File: src/rtl/text_ram_arbiter_if.sv
// Bus bundle between the text RAM arbiter and its three clients plus the RAM.
// The master side is the requester/RAM environment; the slave side is the arbiter.
interface text_ram_arbiter_if #(
    parameter int ADDR_W = 14,
    parameter int DATA_W = 16
);
    // VGA dispatch fetch path
    logic              vga_req;
    logic [ADDR_W-1:0] vga_addr;
    logic [DATA_W-1:0] vga_rdata;
    logic              vga_valid;
    // Host read/write port
    logic              host_req;
    logic              host_we;
    logic [ADDR_W-1:0] host_addr;
    logic [DATA_W-1:0] host_wdata;
    logic              host_gnt;
    logic [DATA_W-1:0] host_rdata;
    logic              host_rvalid;
    // Clear-screen engine control
    logic              clr_start;
    logic [DATA_W-1:0] clr_char;
    logic              clr_busy;
    logic              clr_done;
    // Single RAM port (1-cycle synchronous read)
    logic [ADDR_W-1:0] ram_addr;
    logic              ram_we;
    logic [DATA_W-1:0] ram_din;
    logic [DATA_W-1:0] ram_dout;

    modport master (
        output vga_req, vga_addr, input vga_rdata, vga_valid,
        output host_req, host_we, host_addr, host_wdata,
        input  host_gnt, host_rdata, host_rvalid,
        output clr_start, clr_char, input clr_busy, clr_done,
        input  ram_addr, ram_we, ram_din, output ram_dout
    );

    modport slave (
        input  vga_req, vga_addr, output vga_rdata, vga_valid,
        input  host_req, host_we, host_addr, host_wdata,
        output host_gnt, host_rdata, host_rvalid,
        input  clr_start, clr_char, output clr_busy, clr_done,
        output ram_addr, ram_we, ram_din, input ram_dout
    );
endinterface

File: src/rtl/text_ram_arbiter.sv
// Time-shares one text/glyph RAM port between VGA fetch (highest priority),
// host accesses and a clear-screen fill engine (lowest priority).
// Every winner is registered onto the RAM port, so reads return two cycles
// after the request cycle.
module text_ram_arbiter #(
    parameter int ADDR_W   = 14,
    parameter int DATA_W   = 16,
    parameter int CLR_BASE = 0,
    parameter int CLR_LEN  = 4800
) (
    input  logic              clk,
    input  logic              rst_n,
    text_ram_arbiter_if.slave bus
);
    typedef enum logic {IDLE = 1'b0, CLEAR = 1'b1} state_t;

    localparam logic [ADDR_W-1:0] BASE = ADDR_W'(CLR_BASE);
    localparam logic [ADDR_W-1:0] LAST = ADDR_W'(CLR_LEN - 1);

    state_t            state_q, state_d;
    logic [ADDR_W-1:0] cnt_q, cnt_d;
    logic [DATA_W-1:0] fill_q, fill_d;
    logic              clr_done_q, clr_done_d;
    logic              armed_q;          // blocks clr_start on the first edge after reset release

    logic [ADDR_W-1:0] ram_addr_q, ram_addr_d;
    logic              ram_we_q, ram_we_d;
    logic [DATA_W-1:0] ram_din_q, ram_din_d;

    logic              host_gnt_q;
    logic              host_rd_q, host_rvalid_q;
    logic              vga_pend_q, vga_valid_q;

    logic              vga_win, host_win, clr_win;

    // Fixed-priority winner selection; host is masked in its grant cycle so a
    // still-held request cannot be accepted twice.
    always_comb begin
        vga_win  = bus.vga_req;
        host_win = bus.host_req && !host_gnt_q && !bus.vga_req;
        clr_win  = (state_q == CLEAR) && !vga_win && !host_win;
    end

    // Clear FSM next state: fill only on slots nobody else wants.
    always_comb begin
        state_d    = state_q;
        cnt_d      = cnt_q;
        fill_d     = fill_q;
        clr_done_d = 1'b0;
        case (state_q)
            IDLE: begin
                if (bus.clr_start && armed_q) begin
                    state_d = CLEAR;
                    cnt_d   = '0;
                    fill_d  = bus.clr_char;
                end
            end
            CLEAR: begin
                if (clr_win) begin
                    cnt_d = cnt_q + ADDR_W'(1);
                    if (cnt_q == LAST) begin
                        state_d    = IDLE;
                        clr_done_d = 1'b1;
                    end
                end
            end
            default: state_d = IDLE;
        endcase
    end

    // RAM port mux: idle cycles keep address/data and only drop the write enable.
    always_comb begin
        ram_addr_d = ram_addr_q;
        ram_din_d  = ram_din_q;
        ram_we_d   = 1'b0;
        if (vga_win) begin
            ram_addr_d = bus.vga_addr;
        end else if (host_win) begin
            ram_addr_d = bus.host_addr;
            ram_din_d  = bus.host_wdata;
            ram_we_d   = bus.host_we;
        end else if (clr_win) begin
            ram_addr_d = BASE + cnt_q;
            ram_din_d  = fill_q;
            ram_we_d   = 1'b1;
        end
    end

    // Clear FSM state, counter and latched fill word.
    always_ff @(posedge clk or negedge rst_n) begin
        if (!rst_n) begin
            state_q    <= IDLE;
            cnt_q      <= '0;
            fill_q     <= '0;
            clr_done_q <= 1'b0;
            armed_q    <= 1'b0;
        end else begin
            state_q    <= state_d;
            cnt_q      <= cnt_d;
            fill_q     <= fill_d;
            clr_done_q <= clr_done_d;
            armed_q    <= 1'b1;
        end
    end

    // Registered RAM port.
    always_ff @(posedge clk or negedge rst_n) begin
        if (!rst_n) begin
            ram_addr_q <= '0;
            ram_we_q   <= 1'b0;
            ram_din_q  <= '0;
        end else begin
            ram_addr_q <= ram_addr_d;
            ram_we_q   <= ram_we_d;
            ram_din_q  <= ram_din_d;
        end
    end

    // Grant pulse and two-stage read-valid pipelines matching the RAM latency.
    always_ff @(posedge clk or negedge rst_n) begin
        if (!rst_n) begin
            host_gnt_q    <= 1'b0;
            host_rd_q     <= 1'b0;
            host_rvalid_q <= 1'b0;
            vga_pend_q    <= 1'b0;
            vga_valid_q   <= 1'b0;
        end else begin
            host_gnt_q    <= host_win;
            host_rd_q     <= host_win && !bus.host_we;
            host_rvalid_q <= host_rd_q;
            vga_pend_q    <= vga_win;
            vga_valid_q   <= vga_pend_q;
        end
    end

    // Read data is gated by its valid so idle outputs stay at zero.
    assign bus.vga_valid   = vga_valid_q;
    assign bus.vga_rdata   = vga_valid_q ? bus.ram_dout : '0;
    assign bus.host_gnt    = host_gnt_q;
    assign bus.host_rvalid = host_rvalid_q;
    assign bus.host_rdata  = host_rvalid_q ? bus.ram_dout : '0;
    assign bus.clr_busy    = (state_q == CLEAR);
    assign bus.clr_done    = clr_done_q;
    assign bus.ram_addr    = ram_addr_q;
    assign bus.ram_we      = ram_we_q;
    assign bus.ram_din     = ram_din_q;
endmodule

File: src/flat_wrapper.sv
// flat-port wrapper written by rule: the top's interface ports become plain ports
module text_ram_arbiter_flat 
#(
    parameter int ADDR_W   = 14,
    parameter int DATA_W   = 16,
    parameter int CLR_BASE = 0,
    parameter int CLR_LEN  = 4800
)
  (clk, rst_n, bus_vga_req, bus_vga_addr, bus_vga_rdata, bus_vga_valid, bus_host_req, bus_host_we, bus_host_addr, bus_host_wdata, bus_host_gnt, bus_host_rdata, bus_host_rvalid, bus_clr_start, bus_clr_char, bus_clr_busy, bus_clr_done, bus_ram_addr, bus_ram_we, bus_ram_din, bus_ram_dout);
  text_ram_arbiter_if #(.ADDR_W(ADDR_W), .DATA_W(DATA_W)) bus_i ();
  input  logic clk;
  input  logic rst_n;
  input wire logic [$bits(bus_i.vga_req)-1:0] bus_vga_req;
  input wire logic [$bits(bus_i.vga_addr)-1:0] bus_vga_addr;
  output wire logic [$bits(bus_i.vga_rdata)-1:0] bus_vga_rdata;
  output wire logic [$bits(bus_i.vga_valid)-1:0] bus_vga_valid;
  input wire logic [$bits(bus_i.host_req)-1:0] bus_host_req;
  input wire logic [$bits(bus_i.host_we)-1:0] bus_host_we;
  input wire logic [$bits(bus_i.host_addr)-1:0] bus_host_addr;
  input wire logic [$bits(bus_i.host_wdata)-1:0] bus_host_wdata;
  output wire logic [$bits(bus_i.host_gnt)-1:0] bus_host_gnt;
  output wire logic [$bits(bus_i.host_rdata)-1:0] bus_host_rdata;
  output wire logic [$bits(bus_i.host_rvalid)-1:0] bus_host_rvalid;
  input wire logic [$bits(bus_i.clr_start)-1:0] bus_clr_start;
  input wire logic [$bits(bus_i.clr_char)-1:0] bus_clr_char;
  output wire logic [$bits(bus_i.clr_busy)-1:0] bus_clr_busy;
  output wire logic [$bits(bus_i.clr_done)-1:0] bus_clr_done;
  output wire logic [$bits(bus_i.ram_addr)-1:0] bus_ram_addr;
  output wire logic [$bits(bus_i.ram_we)-1:0] bus_ram_we;
  output wire logic [$bits(bus_i.ram_din)-1:0] bus_ram_din;
  input wire logic [$bits(bus_i.ram_dout)-1:0] bus_ram_dout;
  assign bus_i.vga_req = bus_vga_req;
  assign bus_i.vga_addr = bus_vga_addr;
  assign bus_vga_rdata = bus_i.vga_rdata;
  assign bus_vga_valid = bus_i.vga_valid;
  assign bus_i.host_req = bus_host_req;
  assign bus_i.host_we = bus_host_we;
  assign bus_i.host_addr = bus_host_addr;
  assign bus_i.host_wdata = bus_host_wdata;
  assign bus_host_gnt = bus_i.host_gnt;
  assign bus_host_rdata = bus_i.host_rdata;
  assign bus_host_rvalid = bus_i.host_rvalid;
  assign bus_i.clr_start = bus_clr_start;
  assign bus_i.clr_char = bus_clr_char;
  assign bus_clr_busy = bus_i.clr_busy;
  assign bus_clr_done = bus_i.clr_done;
  assign bus_ram_addr = bus_i.ram_addr;
  assign bus_ram_we = bus_i.ram_we;
  assign bus_ram_din = bus_i.ram_din;
  assign bus_i.ram_dout = bus_ram_dout;
  text_ram_arbiter #(.ADDR_W(ADDR_W), .DATA_W(DATA_W), .CLR_BASE(CLR_BASE), .CLR_LEN(CLR_LEN)) u_core (.clk(clk), .rst_n(rst_n), .bus(bus_i));
endmodule
File: config.mk
export PLATFORM = sky130hd
export DESIGN_NAME = text_ram_arbiter_flat
export DESIGN_NICKNAME = d
export VERILOG_FILES = /design/src/rtl/text_ram_arbiter_if.sv /design/src/rtl/text_ram_arbiter.sv /design/src/flat_wrapper.sv
export SDC_FILE = /design/constraint.sdc
export NUM_CORES = 1
export LEC_CHECK = 0
export CAP_MARGIN = 0
export CORE_MARGIN = 5
export CORE_UTILIZATION = 25
export CTS_CLUSTER_SIZE = 28
export DETAILED_ROUTE_END_ITERATION = 7
export GPL_TIMING_DRIVEN = 0
export PLACE_DENSITY = 0.53
export SLEW_MARGIN = 20
export SYNTH_ARGS = -nofsm -noshare
export SYNTH_HDL_FRONTEND = slang
export SYNTH_SLANG_ARGS = --single-unit
File: constraint.sdc
create_clock -name clk -period 1.68 [get_ports clk]
set_input_delay 0.336 -clock clk [delete_from_list [all_inputs] [get_ports clk]]
set_output_delay 0.336 -clock clk [all_outputs]
set_load 0.01 [all_outputs]
==> CHANGELOG.md, run 1 <==
## Flow update

* Status: complete, no violations
* Starting density of the core at ~26%
* I/O pin cnt at about 150
* Antenna Nets Post-Route at 0
* Busiest grt layer: met2
* Final hold slack at roughly 0.35 ns
* Post-synthesis sequential area ratio at slightly above 50%
* Routability cong. at approximately 0.8
* Core Area at approximately 0.013 mm2
* Slowest CP cell: or4_4
* CTS max path bufs at 2
* Met1 Use GR at between 10% and 20%
* Post-synth area from yosys stat at 0.00338 mm2
* Switching pwr at 0.00125 W
* Max-cap check violation count at 0
* Global-route wire length before repair at approximately 18000 um
* PnR worst setup slack at between 0.005 and 0.006 ns
* Met2 wire len at 5310 um
* Ys Warns at 0
* Number of cells in Yosys stat at 356
* Critical path depth in cells at 6
* Vias in the first global route at between 3000 and 4000
* Buffers excl. clock at 181
* RSZ-0062 raised after global routing: yes
* Antenna violations before repair at 1
* Ys async rst share at 100%
* Clock distribution power at around 0.0021 W
* FF-to-FF End: u_core.cnt_q[12]
* Met1 WL at 5110 um
* Mi-comb count at around 260
* Post-cts sizing count at between 50 and 60
* Top pwr grp: the clock network
* Setup violators final at 0
* Synth area leaders: dfrtp_1 51%, nand2_1 10%, and2_1 6.3%, o21ai_0 5.3%, mux2i_1 4.7%
* Critical Path Max Stage Delay at roughly 0.51 ns
* Congestion Overflow GR at 0
* Hold_buf cts at 1
* WP buf/inv at 2
* FF-to-FF Start: u_core.bus.clr_busy
run 1: kinds of logic (layout without fill, tap and decap cells):
group / after synthesis / after routing / share of synthesized area [%]
AND/OR/NAND/NOR: 160 / 160 / 23.5
multiplexers: 30 / 30 / 9.39
flip-flops: 69 / 69 / 51.0
other: 1 / 1 / 0.111
AND-OR/OR-AND: 70 / 70 / 12.2
adder cells (fa/ha/maj): 1 / 1 / 0.370
XOR/XNOR: 1 / 1 / 0.259
buffers and inverters: 24 / 199 / 3.11
run 1: synthesized netlist by cell type (5+ instances only):
cell type and n:
buf_2 6, dfrtp_1 69, o21ai_0 36, nand2_1 90
mux2i_1 16, mux2_2 14, a21oi_1 9, o31ai_1 5
a22oi_1 16, and2_1 34, clkbuf_1 14, nand3_1 5
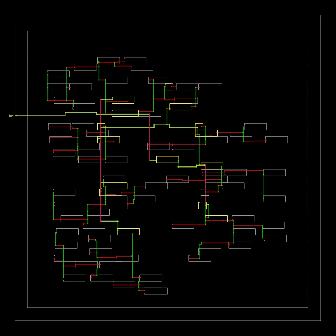
run_1/final_clocks.png
clock sink total: 69
worst-skew pair later-pin latency: 0.33 ns
Fin Clk Skew: 0.00694 ns

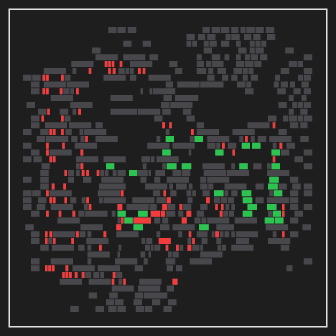
run_1/gate_families.png
legend:
  multiplexers:
    colour: green
    cells: 30
  NAND gates:
    colour: red
    cells: 103

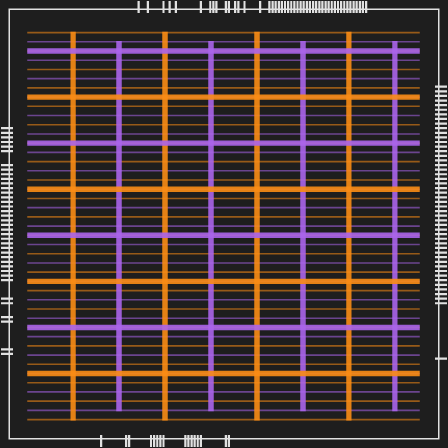
run_1/pdn.png
Pins as bars on the die edge.
legend:
  VSS:
    colour: orange
  VDD:
    colour: purple
rows: 42
signal pins: 150
met5 straps: 8

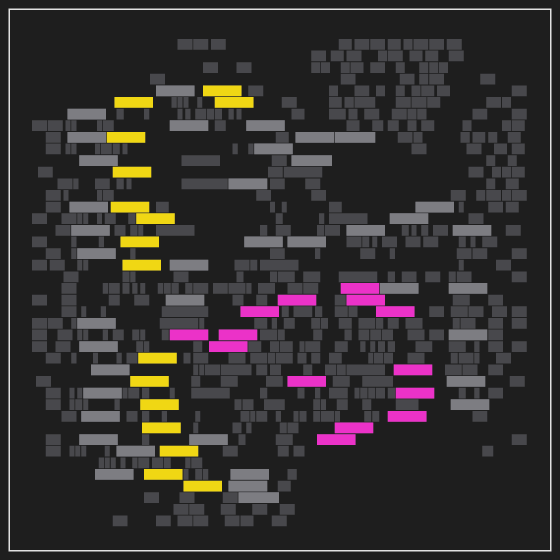
run_1/registers.png
Other sequential cells in the stronger grey, the rest of the logic in the fainter grey.
legend:
  u_core.bus.ram_din:
    colour: yellow
    sequential_cells: 16
  u_core.cnt_q:
    colour: magenta
    sequential_cells: 14

run_1/met1.png
Supply wires on this layer in grey.
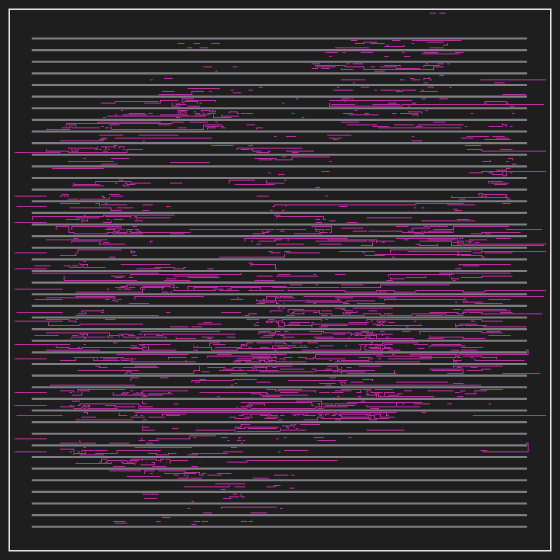

--- run 2 (diff from run 1) ---
--- a/config.mk
+++ b/config.mk
@@ -6,12 +6,14 @@
 export NUM_CORES = 1
 export LEC_CHECK = 0
 export CAP_MARGIN = 0
+export CELL_PAD_IN_SITES_DETAIL_PLACEMENT = 0
+export CELL_PAD_IN_SITES_GLOBAL_PLACEMENT = 2
 export CORE_MARGIN = 5
-export CORE_UTILIZATION = 25
+export CORE_UTILIZATION = 24
 export CTS_CLUSTER_SIZE = 28
 export DETAILED_ROUTE_END_ITERATION = 7
 export GPL_TIMING_DRIVEN = 0
-export PLACE_DENSITY = 0.53
+export PLACE_DENSITY = 0.81
 export SLEW_MARGIN = 20
 export SYNTH_ARGS = -nofsm -noshare
 export SYNTH_HDL_FRONTEND = slang
==> constraint.sdc (replaced) <==
create_clock -name clk -period 1.68 [get_ports clk]
set_input_delay 0.336 -clock clk [delete_from_list [all_inputs] [get_ports clk]]
set_output_delay 0.336 -clock clk [all_outputs]
set_load 0.05 [all_outputs]
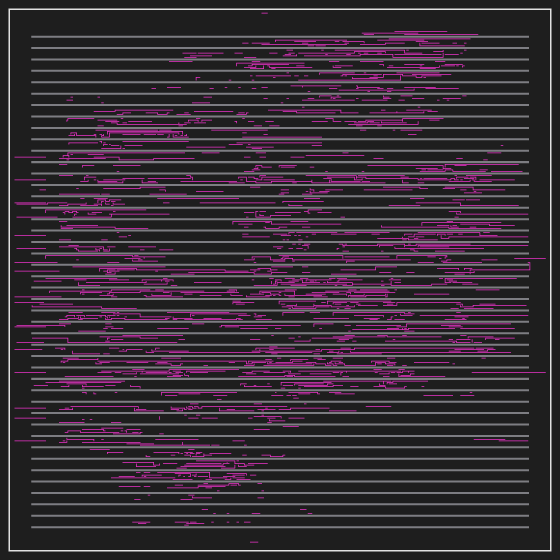
run_2/met1.png
Supply wires on this layer in grey.
wire length on this layer: 5340 um
nets with wire on the layer: 545
share of all routed wire: 45%

==> run 2 against run 1 <==
Sequential cell count stayed put. Worst hold slack hardly changed. Sequential power hardly changed. First-iteration DRC count is 22% lower. Synthesized area stayed put. Synthesized cell count stayed put. Routed wire length is 3.9% higher. Critical path depth is 1 higher. Total power is 3.0% higher. Setup slack better by 0.018 ns. Clock skew is 0.0027 ns lower. Highest routed layer is now met4.
==> CHANGELOG.md, run 2 <==
## Flow update

* Starting density of the core at about 24%
* P&R area growth vs syn at 64.2%
* Fin Clk Skew at between 0.004 and 0.005 ns
* Busiest grt layer: met2
* I/O pin cnt at roughly 150
* # clk buffers at 11
* Number of cells in Yosys stat at between 300 and 400
* Synth area leaders: dfrtp_1 51%, nand2_1 10%, and2_1 6.3%, o21ai_0 5.3%, mux2i_1 4.7%
* Clock sink total at roughly 69
* Congestion Overflow GR at 0
* Status: complete, no violations
* Met1 WL at 5340 um
* Core Area at 0.0139 mm2
* Ys async rst share at 100%
* Global-route wire length before repair at 18400 um
* Clock distribution power at between 0.0015 and 0.002 W
* Post-synthesis sequential area ratio at approximately half
* PnR worst setup slack at about 0.023 ns
* Pwr/cell area at approximately 910 mW/mm2
* Antenna Nets Post-Route at 0
* Ys Warns at 0
* Slowest CP cell: clkdlybuf4s50_1
* Switching pwr at around 0.0015 W
* Fill cell count at between 1000 and 1500
* TritonCTS buffer count at 9
* FF-to-FF Start: u_core.cnt_q[1]
* Synth top cell by count: nand2_1
* Setup violators final at 0
* CTS max path bufs at 2
* Final hold slack at around 0.35 ns
* Worst hold path stage count at 0
* Top pwr grp: the clock network
* Vias in the first global route at around 3300
* Post-synth top cells: 90 x nand2_1, 69 x dfrtp_1, 36 x o21ai_0
* FF-to-FF End: u_core.cnt_q[10]
* Post-DR vias/cell at between 4 and 5
* Antenna violations before repair at 0
* Max-cap check violation count at 0
* Mi-comb count at 263
* Met1 Use GR at 19.5%
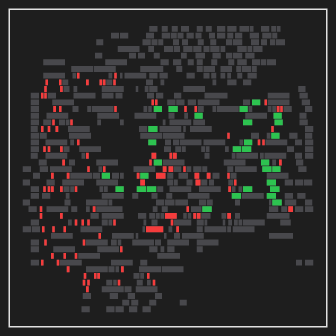
run_2/gate_families.png
legend:
  NAND gates:
    colour: red
    cells: 103
  multiplexers:
    colour: green
    cells: 30
non-filler instance count after layout: 709
most frequent logic cell in the layout: nand2_1
logic share of the area: 28.9%

-- run 2: logic make-up (layout without fill, tap and decap cells) --
group                    count (synthesis)  in the layout  synth area share (%)
buffers and inverters                   24            197                  3.11
adder cells (fa/ha/maj)                  1              1                 0.370
XOR/XNOR                                 1              1                 0.259
flip-flops                              69             69                  51.0
other                                    1              1                 0.111
AND-OR/OR-AND                           70             70                  12.2
AND/OR/NAND/NOR                        160            160                  23.5
multiplexers                            30             30                  9.39
-- run 2: repair_timing --
item | 4_1_cts | 5_1_grt
hold buffers | 1 | 0
buffers inserted | 2 | 5
resized | 213 | 43
endpoints found under the setup margin | 115 | 67
endpoints found under the hold margin | 24 | 0
pin swaps | 1 | 2
Power is estimated from default activity; no workload was simulated.
